**src/rtl/digit_scan_sequencer_pkg.sv**
```systemverilog
// Shared display definitions: scan FSM states, minimum dwell, and the
// digit-index width helper used by the sequencer and the segment-data mux.
package digit_scan_sequencer_pkg;

  typedef enum logic [1:0] {
    SCAN_IDLE  = 2'd0,
    SCAN_ON    = 2'd1,
    SCAN_BLANK = 2'd2
  } scan_state_t;

  localparam int MIN_DIVISOR = 2;

  // Index width for n digits; never narrower than one bit.
  function automatic int idx_width(input int n);
    return (n > 2) ? $clog2(n) : 1;
  endfunction

endpackage

```
**src/rtl/digit_scan_sequencer_onehot.sv**
```systemverilog
// Index-to-one-hot decoder with selectable output polarity.
// Also used by the LED-matrix row driver.
module scan_onehot_decoder #(
  parameter int NUM_DIGITS = 4,
  parameter int IDXW       = 2,
  parameter bit ACTIVE_LOW = 1'b1
) (
  input  logic [IDXW-1:0]       idx,
  input  logic                  en,
  output logic [NUM_DIGITS-1:0] onehot
);

  logic [NUM_DIGITS-1:0] raw;

  for (genvar gi = 0; gi < NUM_DIGITS; gi++) begin : g_dec
    assign raw[gi] = en && (idx == IDXW'(gi));
  end

  assign onehot = ACTIVE_LOW ? ~raw : raw;

endmodule

```
**src/rtl/digit_scan_sequencer.sv**
```systemverilog
// Seven-segment digit multiplex sequencer: per-digit dwell, optional
// blanking gap, one-hot anode drive and digit/frame strobes.
module digit_scan_sequencer
  import digit_scan_sequencer_pkg::*;
#(
  parameter int NUM_DIGITS       = 4,
  parameter int DIV_WIDTH        = 19,
  parameter int BLANK_CYCLES     = 16,
  parameter int ANODE_ACTIVE_LOW = 1,
  localparam int IDXW            = idx_width(NUM_DIGITS)
) (
  input  logic                  clk,
  input  logic                  reset,
  input  logic                  enable,
  input  logic [DIV_WIDTH-1:0]  divisor,
  output logic [IDXW-1:0]       digitSel,
  output logic [NUM_DIGITS-1:0] anode,
  output logic                  blank,
  output logic                  digitTick,
  output logic                  frameTick
);

  localparam logic [DIV_WIDTH-1:0] MIN_DIV    = DIV_WIDTH'(MIN_DIVISOR);
  localparam logic [DIV_WIDTH-1:0] ONE        = DIV_WIDTH'(1);
  localparam logic [DIV_WIDTH-1:0] BLANK_LAST = DIV_WIDTH'((BLANK_CYCLES > 0) ? BLANK_CYCLES - 1 : 0);
  localparam logic [IDXW-1:0]      IDX_LAST   = IDXW'(NUM_DIGITS - 1);

  scan_state_t          state;
  logic [IDXW-1:0]      idx;
  logic [DIV_WIDTH-1:0] cnt;
  logic [DIV_WIDTH-1:0] div_lat;

  logic [DIV_WIDTH-1:0] div_clamped;
  logic [IDXW-1:0]      idx_next;
  logic                 on_last;
  logic                 blank_last;
  logic                 digit_on;

  assign div_clamped = (divisor < MIN_DIV) ? MIN_DIV : divisor;
  // Explicit wrap keeps non-power-of-two digit counts in range.
  assign idx_next    = (idx == IDX_LAST) ? '0 : idx + IDXW'(1);
  assign digit_on    = (state == SCAN_ON);
  assign on_last     = digit_on && (cnt == div_lat - ONE);
  assign blank_last  = (state == SCAN_BLANK) && (cnt == BLANK_LAST);

  // One counter serves both the dwell and the blanking gap.
  always_ff @(posedge clk or negedge reset) begin
    if (!reset) begin
      state   <= SCAN_IDLE;
      idx     <= '0;
      cnt     <= '0;
      div_lat <= MIN_DIV;
    end else if (!enable) begin
      state <= SCAN_IDLE;
      cnt   <= '0;
    end else begin
      case (state)
        SCAN_IDLE: begin
          state   <= SCAN_ON;
          cnt     <= '0;
          div_lat <= div_clamped;
        end
        SCAN_ON: begin
          if (on_last) begin
            cnt <= '0;
            if (BLANK_CYCLES > 0) begin
              state <= SCAN_BLANK;
            end else begin
              idx     <= idx_next;
              div_lat <= div_clamped;
            end
          end else begin
            cnt <= cnt + ONE;
          end
        end
        SCAN_BLANK: begin
          if (blank_last) begin
            state   <= SCAN_ON;
            cnt     <= '0;
            idx     <= idx_next;
            div_lat <= div_clamped;
          end else begin
            cnt <= cnt + ONE;
          end
        end
        default: state <= SCAN_IDLE;
      endcase
    end
  end

  assign digitSel  = idx;
  assign blank     = !digit_on;
  assign digitTick = on_last;
  assign frameTick = on_last && (idx == IDX_LAST);

  scan_onehot_decoder #(
    .NUM_DIGITS(NUM_DIGITS),
    .IDXW      (IDXW),
    .ACTIVE_LOW(ANODE_ACTIVE_LOW != 0)
  ) u_anode_dec (
    .idx   (idx),
    .en    (digit_on),
    .onehot(anode)
  );

endmodule

```
**config.mk**
```make
export PLATFORM = sky130hd
export DESIGN_NAME = digit_scan_sequencer
export DESIGN_NICKNAME = d
export VERILOG_FILES = /design/src/rtl/digit_scan_sequencer_pkg.sv /design/src/rtl/digit_scan_sequencer_onehot.sv /design/src/rtl/digit_scan_sequencer.sv
export SDC_FILE = /design/constraint.sdc
export NUM_CORES = 1
export LEC_CHECK = 0
export ABC_CLOCK_PERIOD_IN_PS = 5400
export CAP_MARGIN = 20
export CORE_MARGIN = 2
export CORE_UTILIZATION = 50
export CTS_BUF_LIST = sky130_fd_sc_hd__clkbuf_16
export DETAILED_ROUTE_END_ITERATION = 16
export PLACE_DENSITY = 0.75
export SLEW_MARGIN = 20
export SYNTH_ARGS = -nofsm -noshare
export SYNTH_HDL_FRONTEND = slang
export SYNTH_HIERARCHICAL = 1
export SYNTH_SLANG_ARGS = --single-unit
```
**constraint.sdc**
```tcl
create_clock -name clk -period 5.4 [get_ports clk]
set_clock_uncertainty 0.1 [all_clocks]
set_input_delay 0.81 -clock clk [delete_from_list [all_inputs] [get_ports clk]]
set_output_delay 0.81 -clock clk [all_outputs]
set_load 0.02 [all_outputs]
```
==> flow_metrics.env <==
# physical design summary
export IMPL_p_leak_uw=0.00139
export IMPL_worstSetupStartpointType="register"
export IMPL_tightest_slew_ps=959
export IMPL_coreArea_um2=5570
export IMPL_swShare=0.306
export IMPL_avgSynthCellArea_um2=9.15
export IMPL_yosys_area_um2=2940
export IMPL_seqCellArea_um2=1050
export IMPL_cp_slowest_cell="or4b_2"
export IMPL_cts_root_buf="clkbuf_16"
export IMPL_status="complete, no violations"
export IMPL_drc=0
export IMPL_hold_ws_ps=413
export IMPL_end_kind="primary output"
export IMPL_p_per_area_nw_per_um2=302
export IMPL_edf_count=0
export IMPL_path_buffers=2
export IMPL_netlist_top_cells_area="dfrtp_1, mux2_2, xnor2_1"
export IMPL_cp_depth=10
export IMPL_fin_nets=367
export IMPL_fill_cells=493
export IMPL_top_cell_area_share=0.349
export IMPL_wl_per_cell_um=15.4
export IMPL_synth_main_ff_cell="dfrtp_1"
export IMPL_cp_top_family="simple AND/OR/NAND/NOR gates"
export IMPL_synthArstFlopShare=1.00
export IMPL_r2r_setup_slack_ps=1710
export IMPL_postSynthSeqShare=0.358
export IMPL_tritoncts="done"
export IMPL_diodes=0
export IMPL_seqPwrFrac=0.414
export IMPL_power_frac_comb=0.263
export IMPL_dpl_hpwl_um=4640
export IMPL_holdBufCountCts=0
export IMPL_criticalPathCategory="register to primary output"
export IMPL_grt_met2_usage=0.361
## flip-flops by register name, summed over array words and instances, names as in the netlist
signal / cells
div_lat: 19
state: 2
cnt: 19
digitSel: 2
## worst min-delay path: cells and delay by family (launching register included)
kind	cells	cell delay, ps
AND-OR/OR-AND	1	70
flip-flops	1	370
buffers and inverters	1	70
## kinds of logic after synthesis
| family | synth area share |
|---|---|
| AND-OR/OR-AND | 0.124 |
| AND/OR/NAND/NOR | 0.278 |
| flip-flops | 0.358 |
| adder cells (fa/ha/maj) | 0.0298 |
| multiplexers | 0.0928 |
| buffers and inverters | 0.0490 |
| XOR/XNOR | 0.0686 |
## metrics by stage
step,std cells,instance area (µm²)
finish,411,3390
global route,411,3390
CTS,411,3390
detailed placement,403,3230
global placement,403,3230
floorplan,321,2940
The clock network:
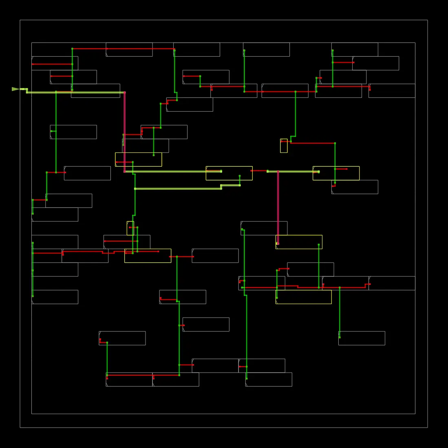
CLK BUF: 5
Sinks on Clock Net: 42
flop count: 42

Cell sizes after repair:
Bar = 20 µm.
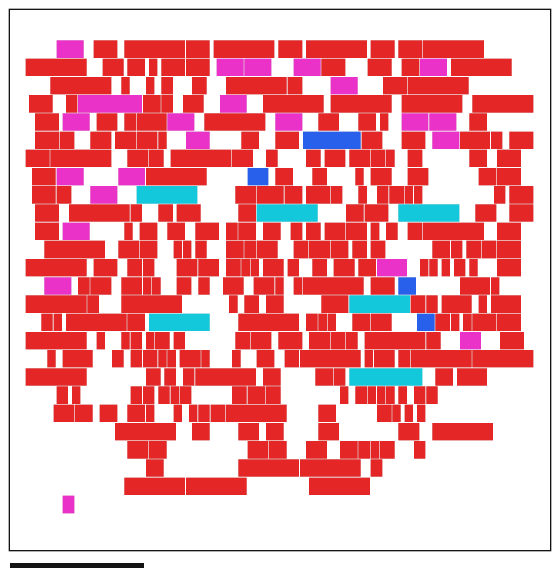
drive 1 or less: shown in red, cells 306, share 90%. drive 3 to 4: shown in blue, cells 4, share 1.2%. drive 2: shown in magenta, cells 23, share 6.8%. drive 6 and up: shown in cyan, cells 6, share 1.8%.
Area growth syn-to-layout: 15.5%
Final WS setup: 477 ps
post-route design area: 3390 µm²

Clock wires, drivers and flops:
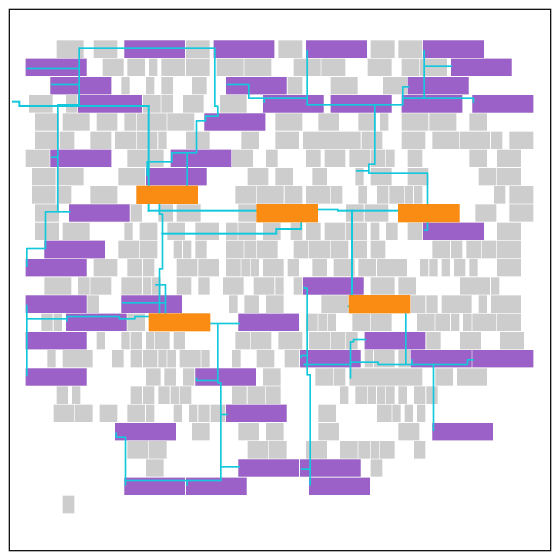
flip-flops: shown in purple, count 42. clock wires: shown in cyan, length 539 µm. cells driving clock nets: shown in orange, count 5.
There are 6 routed clock nets. Position of the flops: widely spread.
clock latency on the worst-skew pair: 280 ps
Clk pwr share: 0.323

No activity file was given, so power comes from the tool's default toggle rates.
